$ cat src/rtl/cpu_types_pkg.sv
// Shared CPU datapath types: word type, MEM-stage FSM states and the MEM/WB latch layout.
package cpu_types_pkg;

  localparam int unsigned WordW = 32;

  typedef logic [WordW-1:0] word_t;
  typedef logic [4:0]       regbits_t;

  typedef enum logic {IDLE, WAIT} mem_state_t;

  typedef struct packed {
    logic     memtoReg;
    logic     jal;
    logic     regWrite;
    regbits_t regSel;
    word_t    dmemload;
    word_t    aluOut;
    word_t    npc;
  } memwb_t;

endpackage

$ cat src/rtl/stage_mem_if.sv
// Data-cache request/response bundle between the MEM stage and the dcache.
interface stage_mem_if;
  import cpu_types_pkg::*;

  logic  dmemREN;
  logic  dmemWEN;
  word_t dmemaddr;
  word_t dmemstore;
  logic  dhit;
  word_t dmemload;

  modport mem (
    output dmemREN, dmemWEN, dmemaddr, dmemstore,
    input  dhit, dmemload
  );

  modport cache (
    input  dmemREN, dmemWEN, dmemaddr, dmemstore,
    output dhit, dmemload
  );

endinterface

$ cat src/rtl/memwb_reg.sv
// Pipeline latch of memwb_t with hold (en=0) and bubble insertion; bubbles clear every field.
module memwb_reg
  import cpu_types_pkg::*;
(
  input  logic   CLK,
  input  logic   RST,
  input  logic   en,
  input  logic   bubble,
  input  memwb_t d,
  output memwb_t q
);

  always_ff @(posedge CLK) begin
    if (RST) begin
      q <= '0;
    end else if (en) begin
      q <= bubble ? '0 : d;
    end
  end

endmodule

$ cat src/rtl/stage_mem.sv
// Memory-access stage: drives dcache requests, stalls upstream until dhit, and owns the MEM/WB latch.
module stage_mem
  import cpu_types_pkg::*;
#(
  parameter int unsigned CNT_W  = 16,
  parameter int unsigned WORD_W = 32
) (
  input  logic              CLK,
  input  logic              RST,
  input  logic              valid_in,
  input  logic              memRead_in,
  input  logic              memWrite_in,
  input  logic              memtoReg_in,
  input  logic              jal_in,
  input  logic              regWrite_in,
  input  logic [4:0]        regSel_in,
  input  logic [WORD_W-1:0] aluOut_in,
  input  logic [WORD_W-1:0] storeData_in,
  input  logic [WORD_W-1:0] npc_in,
  input  logic              halt_in,
  input  logic              flush,
  stage_mem_if.mem          dcache,
  output logic              mem_stall,
  output logic              memtoReg_out,
  output logic              jal_out,
  output logic              regWrite_out,
  output logic [4:0]        regSel_out,
  output logic [WORD_W-1:0] dmemload_out,
  output logic [WORD_W-1:0] aluOut_out,
  output logic [WORD_W-1:0] npc_out,
  output logic              halt_out,
  output logic [CNT_W-1:0]  stall_cycles
);

  mem_state_t       state_q, state_d;
  logic             halt_q;
  logic [CNT_W-1:0] cnt_q;
  logic             req;
  logic             accept;
  memwb_t           wb_d, wb_q;

  // Reset gates the request so a held miss drops during the reset cycle.
  always_comb begin
    dcache.dmemREN   = valid_in & memRead_in & ~halt_q & ~RST;
    dcache.dmemWEN   = valid_in & memWrite_in & ~memRead_in & ~halt_q & ~RST;
    dcache.dmemaddr  = aluOut_in;
    dcache.dmemstore = storeData_in;
    req              = dcache.dmemREN | dcache.dmemWEN;
    mem_stall        = req & ~dcache.dhit;
    accept           = ~mem_stall & ~flush & valid_in;
  end

  always_comb begin
    state_d = state_q;
    unique case (state_q)
      IDLE: if (req && !dcache.dhit) state_d = WAIT;
      WAIT: if (dcache.dhit)         state_d = IDLE;
      default:                       state_d = IDLE;
    endcase
  end

  always_comb begin
    wb_d          = '0;
    wb_d.memtoReg = memtoReg_in;
    wb_d.jal      = jal_in;
    wb_d.regWrite = regWrite_in;
    wb_d.regSel   = regSel_in;
    wb_d.dmemload = memRead_in ? dcache.dmemload : '0;
    wb_d.aluOut   = aluOut_in;
    wb_d.npc      = npc_in;
  end

  memwb_reg u_memwb (
    .CLK    (CLK),
    .RST    (RST),
    .en     (1'b1),
    .bubble (~accept),
    .d      (wb_d),
    .q      (wb_q)
  );

  always_ff @(posedge CLK) begin
    if (RST) begin
      state_q <= IDLE;
      halt_q  <= 1'b0;
      cnt_q   <= '0;
    end else begin
      state_q <= state_d;
      halt_q  <= halt_q | (accept & halt_in);
      if (mem_stall && cnt_q != '1) cnt_q <= cnt_q + 1'b1;
    end
  end

  // Hazard unit never flushes a stalled access; a held request never vanishes mid-wait.
  always_ff @(posedge CLK) begin
    if (!RST) begin
      assert (!(flush && mem_stall));
      assert (state_q != WAIT || req);
    end
  end

  assign memtoReg_out = wb_q.memtoReg;
  assign jal_out      = wb_q.jal;
  assign regWrite_out = wb_q.regWrite;
  assign regSel_out   = wb_q.regSel;
  assign dmemload_out = wb_q.dmemload;
  assign aluOut_out   = wb_q.aluOut;
  assign npc_out      = wb_q.npc;
  assign halt_out     = halt_q;
  assign stall_cycles = cnt_q;

endmodule

$ cat src/flat_wrapper.sv
// flat-port wrapper written by rule: the top's interface ports become plain ports
module stage_mem_flat import cpu_types_pkg::*;
#(
  parameter int unsigned CNT_W  = 16,
  parameter int unsigned WORD_W = 32
)
  (CLK, RST, valid_in, memRead_in, memWrite_in, memtoReg_in, jal_in, regWrite_in, regSel_in, aluOut_in, storeData_in, npc_in, halt_in, flush, mem_stall, memtoReg_out, jal_out, regWrite_out, regSel_out, dmemload_out, aluOut_out, npc_out, halt_out, stall_cycles, dcache_dmemREN, dcache_dmemWEN, dcache_dmemaddr, dcache_dmemstore, dcache_dhit, dcache_dmemload);
  stage_mem_if dcache_i ();
  input  logic CLK;
  input  logic RST;
  input  logic valid_in;
  input  logic memRead_in;
  input  logic memWrite_in;
  input  logic memtoReg_in;
  input  logic jal_in;
  input  logic regWrite_in;
  input  logic [4:0] regSel_in;
  input  logic [WORD_W-1:0] aluOut_in;
  input  logic [WORD_W-1:0] storeData_in;
  input  logic [WORD_W-1:0] npc_in;
  input  logic halt_in;
  input  logic flush;
  output logic mem_stall;
  output logic memtoReg_out;
  output logic jal_out;
  output logic regWrite_out;
  output logic [4:0] regSel_out;
  output logic [WORD_W-1:0] dmemload_out;
  output logic [WORD_W-1:0] aluOut_out;
  output logic [WORD_W-1:0] npc_out;
  output logic halt_out;
  output logic [CNT_W-1:0] stall_cycles;
  output wire logic [$bits(dcache_i.dmemREN)-1:0] dcache_dmemREN;
  output wire logic [$bits(dcache_i.dmemWEN)-1:0] dcache_dmemWEN;
  output wire logic [$bits(dcache_i.dmemaddr)-1:0] dcache_dmemaddr;
  output wire logic [$bits(dcache_i.dmemstore)-1:0] dcache_dmemstore;
  input wire logic [$bits(dcache_i.dhit)-1:0] dcache_dhit;
  input wire logic [$bits(dcache_i.dmemload)-1:0] dcache_dmemload;
  assign dcache_dmemREN = dcache_i.dmemREN;
  assign dcache_dmemWEN = dcache_i.dmemWEN;
  assign dcache_dmemaddr = dcache_i.dmemaddr;
  assign dcache_dmemstore = dcache_i.dmemstore;
  assign dcache_i.dhit = dcache_dhit;
  assign dcache_i.dmemload = dcache_dmemload;
  stage_mem #(.CNT_W(CNT_W), .WORD_W(WORD_W)) u_core (.CLK(CLK), .RST(RST), .valid_in(valid_in), .memRead_in(memRead_in), .memWrite_in(memWrite_in), .memtoReg_in(memtoReg_in), .jal_in(jal_in), .regWrite_in(regWrite_in), .regSel_in(regSel_in), .aluOut_in(aluOut_in), .storeData_in(storeData_in), .npc_in(npc_in), .halt_in(halt_in), .flush(flush), .dcache(dcache_i), .mem_stall(mem_stall), .memtoReg_out(memtoReg_out), .jal_out(jal_out), .regWrite_out(regWrite_out), .regSel_out(regSel_out), .dmemload_out(dmemload_out), .aluOut_out(aluOut_out), .npc_out(npc_out), .halt_out(halt_out), .stall_cycles(stall_cycles));
endmodule
$ cat config.mk
export PLATFORM = sky130hd
export DESIGN_NAME = stage_mem_flat
export DESIGN_NICKNAME = d
export VERILOG_FILES = /design/src/rtl/cpu_types_pkg.sv /design/src/rtl/stage_mem_if.sv /design/src/rtl/memwb_reg.sv /design/src/rtl/stage_mem.sv /design/src/flat_wrapper.sv
export SDC_FILE = /design/constraint.sdc
export NUM_CORES = 1
export LEC_CHECK = 0
export CORE_ASPECT_RATIO = 0.75
export CORE_MARGIN = 2
export CORE_UTILIZATION = 25
export DETAILED_ROUTE_END_ITERATION = 8
export GPL_ROUTABILITY_DRIVEN = 0
export PLACE_DENSITY = 0.63
export SLEW_MARGIN = 5
export SYNTH_ARGS = -nofsm -noshare
export SYNTH_HDL_FRONTEND = slang
export SYNTH_SLANG_ARGS = --single-unit
export TNS_END_PERCENT = 5
$ cat constraint.sdc
create_clock -name CLK -period 1.75 [get_ports CLK]
set_clock_uncertainty 0.2 [all_clocks]
set_input_delay 0.35 -clock CLK [delete_from_list [all_inputs] [get_ports CLK]]
set_output_delay 0.35 -clock CLK [all_outputs]
set_load 0.01 [all_outputs]
**Run 1: gate families picked out**

Drawn at 2 px/um.
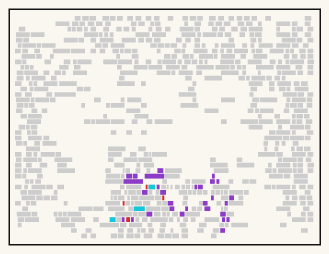
legend:
  red:
    family: inv cells
    cells: 4
    where: south
  purple:
    family: aoi and oai cells
    cells: 29
    where: south
  cyan:
    family: non-inverting ao/oa cells
    cells: 3
combinational share of cell area: 0.1844
post-route non-filler standard cell count: 873
Commonest Layout Cell: dlygate4sd2_1

**Run 1: clock network drawn from the DEF**

Drawn at 3 px/um.
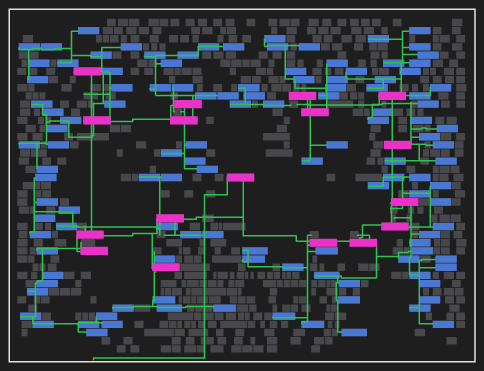
legend:
  blue:
    item: flip-flops
    count: 121
  magenta:
    item: clock-net drivers
    count: 17
  green:
    item: clock wires
    length: 1,640 um
routed clock nets: 18
Clock Power: 0.00331 W
clock share of power: 0.490
clk latency late pin: 0.41 ns

**Run 1: I/O nets highlighted**

Drawn at 3 px/um.
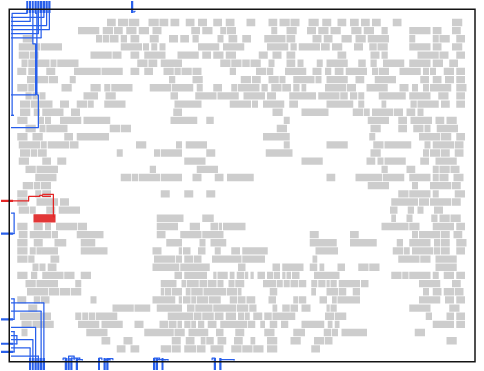
legend:
  red:
    port: jal_out
    direction: output
    end_cells: 1
    wire: 26.9 um
  blue:
    port: storeData_in
    direction: input
    end_cells: 0
    wire: 399 um

==> results.txt, run 1 <==
run metrics: run status finished, violations left, failing checks setup timing, P_sw around 0.0015 W, Max power group the clock network, Multiplexer share 0.007932, DRC viols 0, Worst R2R Start u_core.halt_out$_SDFF_PP0_, switch share 0.2249, vias in the first global route around 3,700, number of diodes 0, IO buf count 267, fp_density 0.2547, DP Cell Count ~830, Cells after Synth roughly 400, Critical-path top delay cell dfxtp_2, Synth top area share 0.5687, Cell area leaders dfxtp_1 (57%), buf_4 (11%), and2_1 (11%), aoi share 0.05170, Worst Path Max Fanout 3, RSZ-0062 raised after global routing true, Slew Limit Fails 0, DR pass1 iterations 4, Unique cell types 37, minimum clock period between 1.5 and 2 ns, total tool warning count 29, yosys stat area about 4300 sq um, Slew HR 0.7827, cell-internal power between 0.005 and 0.006 W, setup ws final -0.1612 ns, simple-gate share of the synthesized area 0.2321, Area Growth Syn to Fin 79.55%, ys async rst share 0, Crit path depth 4, IO Count approximately 330, Root Driver clkbuf_16, Setup CP Type flip-flop to output pin, share of post-route cells with drive strength above 1 0.1839, sequential power share 0.418, clk slew on worst S/H paths 0.06 ns, final hold slack slightly below 0.3 ns, Logic power comb just over 0.0006 W, chip height 117.0 um, TNS Setup -6.697 ns, HP Start u_core.stall_cycles[6]$_SDFFE_PP0P_, # H-tree levels 4, Main logic family simple AND/OR/NAND/NOR gates, M3 GR Usage 0.06775, power per cell area a little under 900 nW/um^2, Seq share, synth 0.5687, pre-CTS setup slack -0.7205 ns, adder-cell share of the synthesized area 0.002938, Peak Freq between 500 and 600 MHz, syn avg cell area about 11 sq um, M1 WL about 5.6 mm, yosys warns 0, critical path endpoint dcache_dmemWEN, endpoints failing hold 0, Worst VDD drop approximately 0.00054 V, seq pwr roughly 0.0028 W, Comb pwr share 0.092, first-pass GRT wire length approximately 20 mm, synthesized cell area around 4300 sq um, Congestion Overflow GR 0, Layout Utilization 0.4573, placed wire-length estimate roughly 10 mm, startpoint types flip-flop, Worst Hold Depth 2, CP endpoint kind output pin, GRT Overall Usage 0.1444, met3 routed WL approximately 1.3 mm, placed inst area 6983 sq um, vias ~3,800, post-synthesis register bit count 121, ANT nets after route 0, Lkg Pwr 3.688 nW, Yosys Instances slightly below 400, Highest Signal Layer met4, final setup fails roughly 120, vias per inst 4.296, cell taking the most area after synthesis dfxtp_1, Reg2Reg Depth 6, busiest grt layer met2, Nets between 700 and 800, xor/xnor share 0, area of the die ~18,000 sq um, largest net degree at the start of global routing about 70
run 1: cell usage after synthesis (3+ instances only):
master	number
dfxtp_1	121
and2_1	74
buf_4	65
and3_1	33
a21oi_1	11
clkbuf_1	10
o31ai_1	8
nand3_1	7
buf_2	6
or4_1	6
nand4_1	5
o21ai_0	5
nand2_1	4
nor2_1	4
or3_1	4
inv_1	3
mux2_2	3
nor2b_1	3
nor4_1	3
run 1: flip-flops by register name (all words and copies together), names as in the netlist:
| register | cells |
|---|---|
| u_core.stall_cycles | 16 |
| u_core.u_memwb.q | 104 |
| u_core.halt_out | 1 |
run 1: cell type report:
class	instances	area, sq um
Fill cell	1594	9076
Timing Repair Buffer	312	2930
Sequential cell	121	2446
Multi-Input combinational cell	189	1410
Clock buffer	19	452.9
Tap cell	215	269.0
Clock inverter	13	121.4
Inverter	4	17.52
**Run 1: congestion heat map**

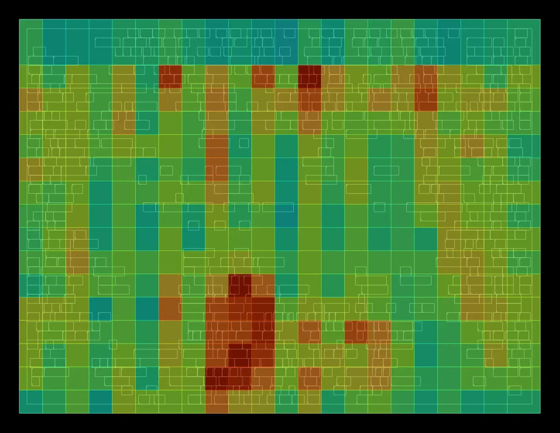

==> run 1 -> run 2 <==
--- a/config.mk
+++ b/config.mk
@@ -10,7 +10,7 @@
 export CORE_UTILIZATION = 25
 export DETAILED_ROUTE_END_ITERATION = 8
 export GPL_ROUTABILITY_DRIVEN = 0
-export PLACE_DENSITY = 0.63
+export PLACE_DENSITY = 0.66
 export SLEW_MARGIN = 5
 export SYNTH_ARGS = -nofsm -noshare
 export SYNTH_HDL_FRONTEND = slang
**Run 2: congestion heat map**

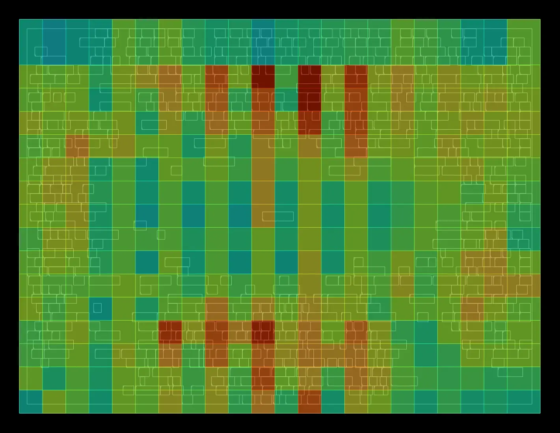
routed len/inst: 15.89 um
met1 Track Usage GR: 0.1656
M2 GR Usage: 0.2205
Layout Utilization: 0.4613
GRT Overall Usage: 0.1380

==> results.txt, run 2 <==
run metrics: run status finished, violations left, failing checks setup timing, clock buffer depth 2, Area Growth Syn to Fin 81.14%, clock share of power 0.498 (+0.008), TNS Setup -16.31 ns (-9.611 ns), Seq. cell area 2444 sq um (-0.10%), placed wire-length estimate 9.873 mm (-5.2%), Reg with most FFs u_core.u_memwb.q, Lkg Pwr 3.767 nW (+2.2%), post-route non-filler standard cell count 885 (+1.4%), Yosys Instances 395 (unchanged), seq pwr 0.00283 W (about the same), Endpoint, Worst Hold u_core.stall_cycles[7]$_SDFFE_PP0P_, Comb pwr share 0.091 (about the same), initial antenna violation count 2, placed inst area 7043 sq um (+0.86%), num sequential 121 (unchanged), startpoint types flip-flop, Non-clk invs 4 (unchanged), yosys stat area 4259 sq um (unchanged), first-pass GRT wire length 19.18 mm (-3.7%), max reg flops 104 (unchanged), synthesized cell area 4259 sq um (unchanged), met3 routed WL 1.179 mm (-11%), flop share of the area 0.3167 (-0.003127), MI comb cells 188 (-0.53%), area of the core between 15,000 and 20,000 sq um, total tool warning count 29 (unchanged), vias per inst 4.167 (-3.0%), ClkCell Share 0.07622 (+0.001126), M3 GR Usage 0.05596 (-0.01178), largest net degree at the start of global routing 76 (+5.6%), IO buf count 267 (unchanged), Clock Power 0.00343 W (+4%), Highest Signal Layer met4, IO Count 332 (unchanged), sequential power share 0.410 (-0.008), Worst Hold Depth 2 (unchanged), max cap viols 0, Filler cells 1,594 (unchanged), area of the die 18,110 sq um (unchanged), Post-CTS Setup Bufs 3, cycle use final 1.108, critical path's top delay family buffers and inverters, number of diodes 2 (+2), yosys warns 0 (unchanged), TritonCTS clock tree built, vias 3,688 (-1.7%), ANT nets after route 0 (unchanged), Slew HR 0.7538 (-0.02887), DR pass1 iterations 4 (unchanged), endpoints failing hold 0 (unchanged), Reg2Reg Depth 10 (+4), pre-CTS setup slack -0.6665 ns (+0.05402 ns), CTS resizes between 150 and 200, Nets 800 (+1.3%), vias in the first global route 3,515 (-5.8%), Peak Freq 515.6 MHz (-1.5%), Worst Path Max Fanout 5 (+2), Top FF cell, synth dfxtp_1, M1 WL 5.881 mm (+4.6%), Worst R2R Start u_core.halt_out$_SDFF_PP0_, Worst VDD drop 0.0006293 V (+16%), power per cell area 892.9 nW/um^2 (+1.0%), clk latency late pin 0.40 ns (about the same), cell taking the most area after synthesis dfxtp_1, minimum clock period 1.939 ns (+0.02817 ns), switch share 0.2217 (-0.003244), Well Taps 215 (unchanged), chip height 117.0 um (unchanged), crit path from u_core.halt_out$_SDFF_PP0_, syn avg cell area 10.78 sq um (unchanged), clk slew on worst S/H paths 0.06 ns (about the same), RSZ-0062 raised after global routing true, Congestion Overflow GR 0 (unchanged), P_sw 0.001527 W (+0.43%), combinational share of cell area 0.1803 (-0.004048), Max power group the clock network, busiest grt layer met2, final setup fails 118 (+1.7%), Setup CP Type flip-flop to flip-flop, DP Cell Count 839 (+0.96%), most used cell, CP buf_6, synth cell count leaders dfxtp_1 (121), and2_1 (74), buf_4 (65), Cell area leaders dfxtp_1 (57%), buf_4 (11%), and2_1 (11%), cell class with the largest area share buffers, type of the worst min-delay path flip-flop to flip-flop, HP Start u_core.stall_cycles[7]$_SDFFE_PP0P_, Slew Limit Fails 0 (unchanged), Reg2Reg Capture Point u_core.u_memwb.q[78]$_SDFF_PP0_, Cells after Synth 395 (unchanged), arrival time at the worst endpoint 2.08 ns, Crit path depth 10 (+6), Unique cell types 37 (unchanged), Buf/Inv on CP 6, setup ws final -0.1894 ns (-0.02817 ns), critical path endpoint u_core.u_memwb.q[78]$_SDFF_PP0_, cell-internal power 0.005362 W (+2.3%), DRC viols 0 (unchanged), NonClk Buf Share 0.3892 (+0.006050), Critical-path top delay cell dfxtp_2, clkbuf count 19 (unchanged), ys async rst share 0 (unchanged), Seq share, synth 0.5687 (unchanged), share of post-route cells with drive strength above 1 0.1946 (+0.01072), CTS Buf Count 17, Logic power comb 0.000629 W (+1%), CP endpoint kind flip-flop, post-synthesis register bit count 121 (unchanged), Commonest Layout Cell dlygate4sd2_1, final hold slack 0.2982 ns (+0.0008980 ns), number of non-clock buffers 323 (+3.5%), Synth top area share 0.5687 (unchanged), fp_density 0.2547 (unchanged), Logic cell area 1391 sq um (-1.3%), count leader, synth dfxtp_1, # H-tree levels 4 (unchanged), Root Driver clkbuf_16
[run 2: cell count changes in the layout (fill, tap and decap cells not counted), moves of 3 or more]
cell and delta:
buf_12 +3, buf_4 +6, and2_4 +3, buf_6 +6, and2_1 -3, clkdlybuf4s15_1 -6, dlygate4sd2_1 +6
[run 2: cell families (layout without fill, tap and decap cells)]
kind of cell	Yosys count	count (layout)	share of synthesized area
muxes	3	3	0.007931
buffers and inverters	86	359	0.1366
other	0	2	0
adders and majority gates	1	1	0.002937
AOI/OAI and AO/OA	32	32	0.05170
DFF	121	121	0.5687
and+or+nand+nor	152	152	0.2321
[run 2: worst min-delay path, stage by stage, from the launching register on]
cell     delay [ns]
dfxtp_2        0.34
o31ai_1        0.07
a21oi_1        0.05
No activity file was given, so power comes from the tool's default toggle rates.
